===== src/rtl/level_pkg.sv =====
// Shared constants for the level memory: default geometry and wrap-mode encodings.
package level_pkg;

  localparam int unsigned DEF_WIDTH  = 4;
  localparam int unsigned DEF_LV_MIN = 1;
  localparam int unsigned DEF_LV_MAX = (2 ** DEF_WIDTH) - 1;

  typedef enum int unsigned {
    WRAP_SAT  = 0,
    WRAP_ROLL = 1
  } wrap_mode_e;

endpackage


===== src/rtl/level_mem_param_edge_det.sv =====
// Rising-edge detector for a level-type button. History resets to 1 so a
// button held through reset never yields an event.
module edge_det (
  input  logic clk,
  input  logic reset,
  input  logic sig_in,
  output logic rise
);

  logic hist_q;
  logic hist_d;

  // Next history is the current button level; event is 1 now, 0 last cycle.
  always_comb begin
    hist_d = sig_in;
    rise   = sig_in & ~hist_q;
  end

  // History register, asynchronously preset on reset.
  always_ff @(posedge clk or posedge reset) begin
    if (reset) hist_q <= 1'b1;
    else       hist_q <= hist_d;
  end

endmodule


===== src/rtl/level_mem_param.sv =====
// Level memory: a bounded level register stepped by up/down button edges,
// with clear, restart and load overrides and registered status pulses.
module level_mem_param
  import level_pkg::*;
#(
  parameter int unsigned WIDTH  = DEF_WIDTH,
  parameter int unsigned LV_MIN = DEF_LV_MIN,
  parameter int unsigned LV_MAX = (2 ** WIDTH) - 1,
  parameter int unsigned WRAP   = WRAP_SAT
) (
  input  logic             clk,
  input  logic             reset,
  input  logic             clear,
  input  logic             restart,
  input  logic             load,
  input  logic [WIDTH-1:0] load_val,
  input  logic             up,
  input  logic             down,
  output logic [WIDTH-1:0] level,
  output logic             at_max,
  output logic             at_min,
  output logic             changed,
  output logic             limit_hit
);

  generate
    if (LV_MIN < 1 || LV_MIN >= LV_MAX || LV_MAX > (2 ** WIDTH) - 1 ||
        WRAP > int'(WRAP_ROLL)) begin : g_bad_params
      $error("level_mem_param: illegal WIDTH/LV_MIN/LV_MAX/WRAP combination");
    end
  endgenerate

  localparam logic [WIDTH-1:0] MIN_L = WIDTH'(LV_MIN);
  localparam logic [WIDTH-1:0] MAX_L = WIDTH'(LV_MAX);
  localparam logic [WIDTH-1:0] ONE_L = WIDTH'(1);
  localparam bit               ROLL  = (WRAP == int'(WRAP_ROLL));

  logic             up_ev;
  logic             dn_ev;
  logic [WIDTH-1:0] level_q, level_d;
  logic             changed_q, changed_d;
  logic             limit_q, limit_d;

  edge_det u_up_det (
    .clk    (clk),
    .reset  (reset),
    .sig_in (up),
    .rise   (up_ev)
  );

  edge_det u_dn_det (
    .clk    (clk),
    .reset  (reset),
    .sig_in (down),
    .rise   (dn_ev)
  );

  // Next level by priority clear > restart > load > button events; simultaneous
  // up and down events cancel.
  always_comb begin
    level_d = level_q;
    limit_d = 1'b0;
    if (clear) begin
      level_d = '0;
    end else if (restart) begin
      level_d = MIN_L;
    end else if (load) begin
      if (load_val == '0)       level_d = '0;
      else if (load_val < MIN_L) level_d = MIN_L;
      else if (load_val > MAX_L) level_d = MAX_L;
      else                       level_d = load_val;
    end else if (up_ev && !dn_ev) begin
      if (level_q == '0) begin
        level_d = MIN_L;
      end else if (level_q == MAX_L) begin
        limit_d = 1'b1;
        if (ROLL) level_d = MIN_L;
      end else begin
        level_d = level_q + ONE_L;
      end
    end else if (dn_ev && !up_ev) begin
      if (level_q == '0) begin
        level_d = level_q;
      end else if (level_q == MIN_L) begin
        limit_d = 1'b1;
        if (ROLL) level_d = MAX_L;
      end else begin
        level_d = level_q - ONE_L;
      end
    end
    changed_d = (level_d != level_q);
  end

  // Level and status registers, asynchronously reset to LV_MIN / idle.
  always_ff @(posedge clk or posedge reset) begin
    if (reset) begin
      level_q   <= MIN_L;
      changed_q <= 1'b0;
      limit_q   <= 1'b0;
    end else begin
      level_q   <= level_d;
      changed_q <= changed_d;
      limit_q   <= limit_d;
    end
  end

  // Outputs: status decodes of the level register and the registered pulses.
  always_comb begin
    level     = level_q;
    at_max    = (level_q == MAX_L);
    at_min    = (level_q == MIN_L);
    changed   = changed_q;
    limit_hit = limit_q;
  end

endmodule


===== config.mk =====
export PLATFORM = sky130hd
export DESIGN_NAME = level_mem_param
export DESIGN_NICKNAME = d
export VERILOG_FILES = /design/src/rtl/level_pkg.sv /design/src/rtl/level_mem_param_edge_det.sv /design/src/rtl/level_mem_param.sv
export SDC_FILE = /design/constraint.sdc
export NUM_CORES = 1
export LEC_CHECK = 0
export ABC_CLOCK_PERIOD_IN_PS = 2600
export CAP_MARGIN = 10
export CORE_MARGIN = 5
export CORE_UTILIZATION = 23
export DETAILED_ROUTE_END_ITERATION = 6
export HOLD_SLACK_MARGIN = 0.06
export SLEW_MARGIN = 20
export SYNTH_ARGS = -nofsm -noshare
export SYNTH_HDL_FRONTEND = slang
export SYNTH_SLANG_ARGS = --single-unit

===== constraint.sdc =====
create_clock -name clk -period 2.6 [get_ports clk]
set_input_delay 0.39 -clock clk [delete_from_list [all_inputs] [get_ports clk]]
set_output_delay 0.39 -clock clk [all_outputs]
set_load 0.01 [all_outputs]

==> impl_metrics.py <==
# Metrics from the implementation run
metrics = {
    "critical_path": {
        "worstPathCellList": "ha_2, nand3_1, inv_2, clkdlybuf4s50_1",
        "crit_fanout": 8,
        "max_stage_delay_ns": 0.65,
        "worstPathRequired_ns": 2.21,
        "cp.arrival_ns": 2.10,
        "timing.rr.start": "level[1]",
        "critPathKind": "flip-flop to output port",
        "crit_path_end_kind": "output port",
        "slowest_stage": "dfstp_2",
    },
    "timing": {
        "hold_ws_ns": 0.3677,
        "rsz0062_at_grt": "false",
        "setup_ws_ns": 0.1098,
        "maxSlewViolCount": 0,
        "layout_min_cycle_time_ns": 2.490,
        "max_slew.worst_pin.slew_ns": 0.5875,
        "relSlewSlack_pct": 60.21,
        "hold_viol": 0,
        "fin_setup_tns_ns": 0,
        "setup_viol": 0,
    },
    "layout": {
        "seq_area_um2": 203.9,
        "syn2layout_area_growth_pct": 33.54,
        "diodes": 0,
        "fill_cells": 391,
        "comb_area_um2": 564.3,
        "fin_nets": 141,
        "layout-drive-gt1-share_pct": 15.20,
    },
    "pwr": {
        "powerDensity_mw_per_mm2": 368.7,
        "netSwitchingPower_mw": 0.1395,
        "p_seq_share_pct": 36.9,
        "power_mw": 0.3986,
        "intPower_mw": 0.2591,
        "p_comb_share_pct": 34.0,
        "ir_drop_mv": 0.1439,
    },
    "grt": {
        "grt_busiest_layer": "met2",
        "overflow": 0,
        "grt_first_pass_wirelength_um": 4243,
        "antenna_found_initial": 0,
        "grt_start_max_net_pins": 16,
        "grtUsageTotal_pct": 10.72,
        "grt_pass1_vias": 884,
    },
    "place": {
        "routabilityCongestion": 0.9686,
        "numPortBuffers": 18,
        "hpwl_um": 1965,
    },
    "clock_network": {
        "cts_tree": "built",
        "cts_htree_levels": 1,
        "clock_sinks": 8,
        "postCtsSetupBuffers": 0,
        "root_buffer": "clkbuf_4",
        "hold_buffers": 0,
    },
    "logic_synthesis": {
        "ys_warn_count": 0,
        "ys_types": 42,
        "yosysCellCount": 104,
        "syn_inst": 104,
        "synthArstFlopShare_pct": 100.0,
        "edf_count": 0,
        "synth-seq-area-share_pct": 25.19,
        "ys_area_um2": 809.5,
        "synth-seq-cells": 8,
    },
    "route": {
        "wl_per_cell_um": 14.85,
        "vias_per_cell": 5.415,
        "drtIter0Drc": 66,
        "drt_pass1_iterations": 4,
    },
    "run": {
        "maxCapViolCount": 0,
    },
    "outcome": {
        "status": "complete, no violations",
    },
    "floorplan": {
        "chipWidth_um": 69.33,
        "dieArea_mm2": 0.004806,
        "ios": 19,
        "core_area_mm2": 0.003363,
    },
}
layer usage:
layer	part of all wire, %	vias to the layer above
met3	7.2	8
li1	-	443
met4	2.4	0
met5	0	-
met2	45	42
met1	45	433
cells in the mapped netlist (2+ instances only):
cell type,number,share of area [%]
a21oi_1,10,6.2
buf_2,2,1.2
clkbuf_1,2,0.93
dfrtp_1,5,15
dfstp_2,3,9.7
ha_1,4,6.2
inv_1,2,0.93
inv_2,5,2.3
mux2i_1,2,2.5
nand2_1,8,3.7
nand3_1,5,3.1
nand4_1,2,1.5
nor2_1,4,1.9
nor2b_1,3,2.3
nor3_1,10,6.2
nor4_1,2,1.5
o211ai_1,3,2.8
o21ai_0,5,3.1
o21ai_1,2,1.2
xnor2_1,3,3.2
cell families after synthesis:
| family | synth area share, % |
|---|---|
| mux | 2.473 |
| compound gates | 29.83 |
| fa+ha+maj | 6.183 |
| simple gates | 27.67 |
| flops | 25.19 |
| xor+xnor | 3.246 |
| buf+inv | 5.411 |
flip-flops by register name, indices dropped and copies added, names as in the netlist:
| register | cells |
|---|---|
| u_up_det.hist_q | 1 |
| u_dn_det.hist_q | 1 |
| level | 4 |
| limit_hit | 1 |
| changed | 1 |
critical path, delay by kind of cell, from the launching register on:
kind                       cells  cell delay [ns]
adders and majority gates      1             0.27
buffers and inverters          2             0.75
DFF                            1             0.65
and+or+nand+nor                1             0.15
placed cells by master (no fill, tap or decap), drive strengths merged, types with 2 or more instances in the layout:
cell and n:
clkdlybuf4s50 18, a21oi 10, nor3 10, nand2 8
inv 7, o21ai 7, nand3 5, dfrtp 5
nor2 4, ha 4, clkbuf 4, nor2b 3
xnor2 3, o211ai 3, dfstp 3, buf 3
mux2i 2, nand4 2, nor4 2, nand2b 2
a211oi 2
worst max path at each step:
stage,startpoint,to,slack (ns),cells after the start
2_1_floorplan,level[1],changed,0.51,7
3_3_place_gp,level[0],at_max,0.39,4
3_5_place_dp,level[0],at_max,0.37,4
4_1_cts,level[0],at_max,0.07,4
5_1_grt,level[0],at_max,0.02,4
6_report,level[0],at_max,0.11,4
power groups by stage:
| stage | registers [mW] | logic [mW] | clock network (mW) |
|---|---|---|---|
| after floorplan | 0.146 | 0.0801 | 0 |
| after global placement | 0.148 | 0.135 | 0 |
| after detailed placement | 0.149 | 0.134 | 0 |
| after CTS | 0.147 | 0.135 | 0.116 |
| after global routing | 0.148 | 0.150 | 0.126 |
| final | 0.147 | 0.135 | 0.116 |
final cells by class:
| class | count | share of cell area [%] |
|---|---|---|
| clock buffer | 4 | 2.431 |
| timing repair buffer | 21 | 18.75 |
| multi-input combinational | 85 | 52.20 |
| sequential | 8 | 18.87 |
| tap | 46 | 5.324 |
| inverter | 7 | 2.431 |
through the flow:
| step | std cells | utilization (%) | area (um2) |
|---|---|---|---|
| 2_1_floorplan | 104 | - | 809.5 |
| 5_1_grt | 171 | 32.14 | 1081 |
| 3_3_place_gp | 167 | 31.29 | 1052 |
| 6_report | 171 | 32.14 | 1081 |
| 3_5_place_dp | 167 | 31.29 | 1052 |
| 4_1_cts | 171 | 32.07 | 1079 |
Fig. 1: the metal 1 layer
Scale bar: 20 um. Cells faint in the background.
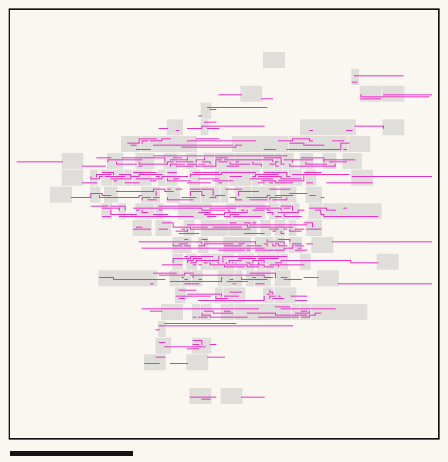
wire length on this layer: 1150 um
longest straight run: 21.6 um
share of all routed wire: 45%
main direction: horizontal
nets with wire on the layer: 125
drt total wl: 2540 um
met1 usage: 14.04%
Via Count: 926

Fig. 2: M2 wires
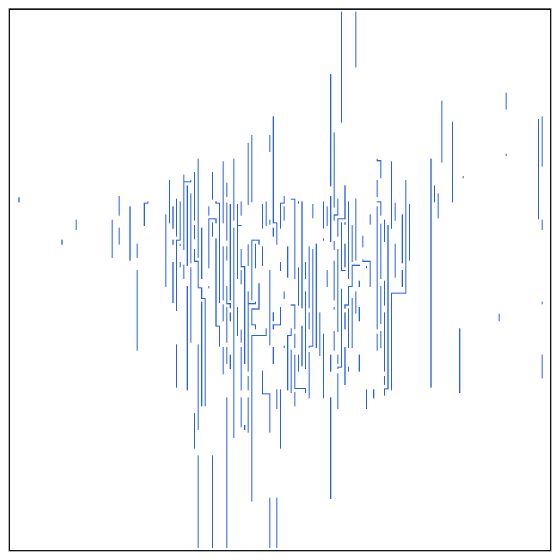
nets with wire on the layer: 118
longest straight run: 29.2 um
met2 usage: 16.63%

Fig. 3: the metal 3 layer
Scale bar: 20 um.
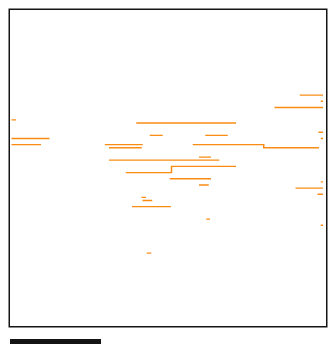
wire length on this layer: 184 um
nets with wire on the layer: 23
main direction: horizontal
met3 GRT Util: 3.768%

Fig. 4: the clock network
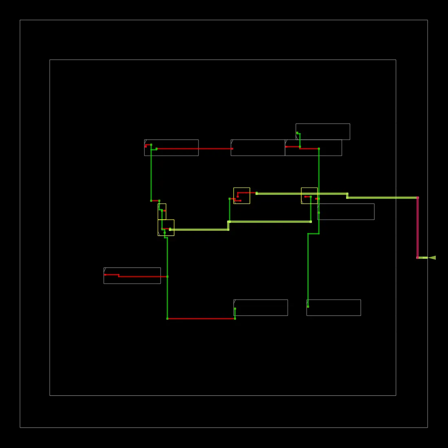
seq_cells: 8
CTS Buf Count: 3
clkbuf count: 4
clk latency late pin: 0.28 ns
clock distribution power: 0.116 mW

Power figures rest on the tool's default switching activity, not on a simulated workload.
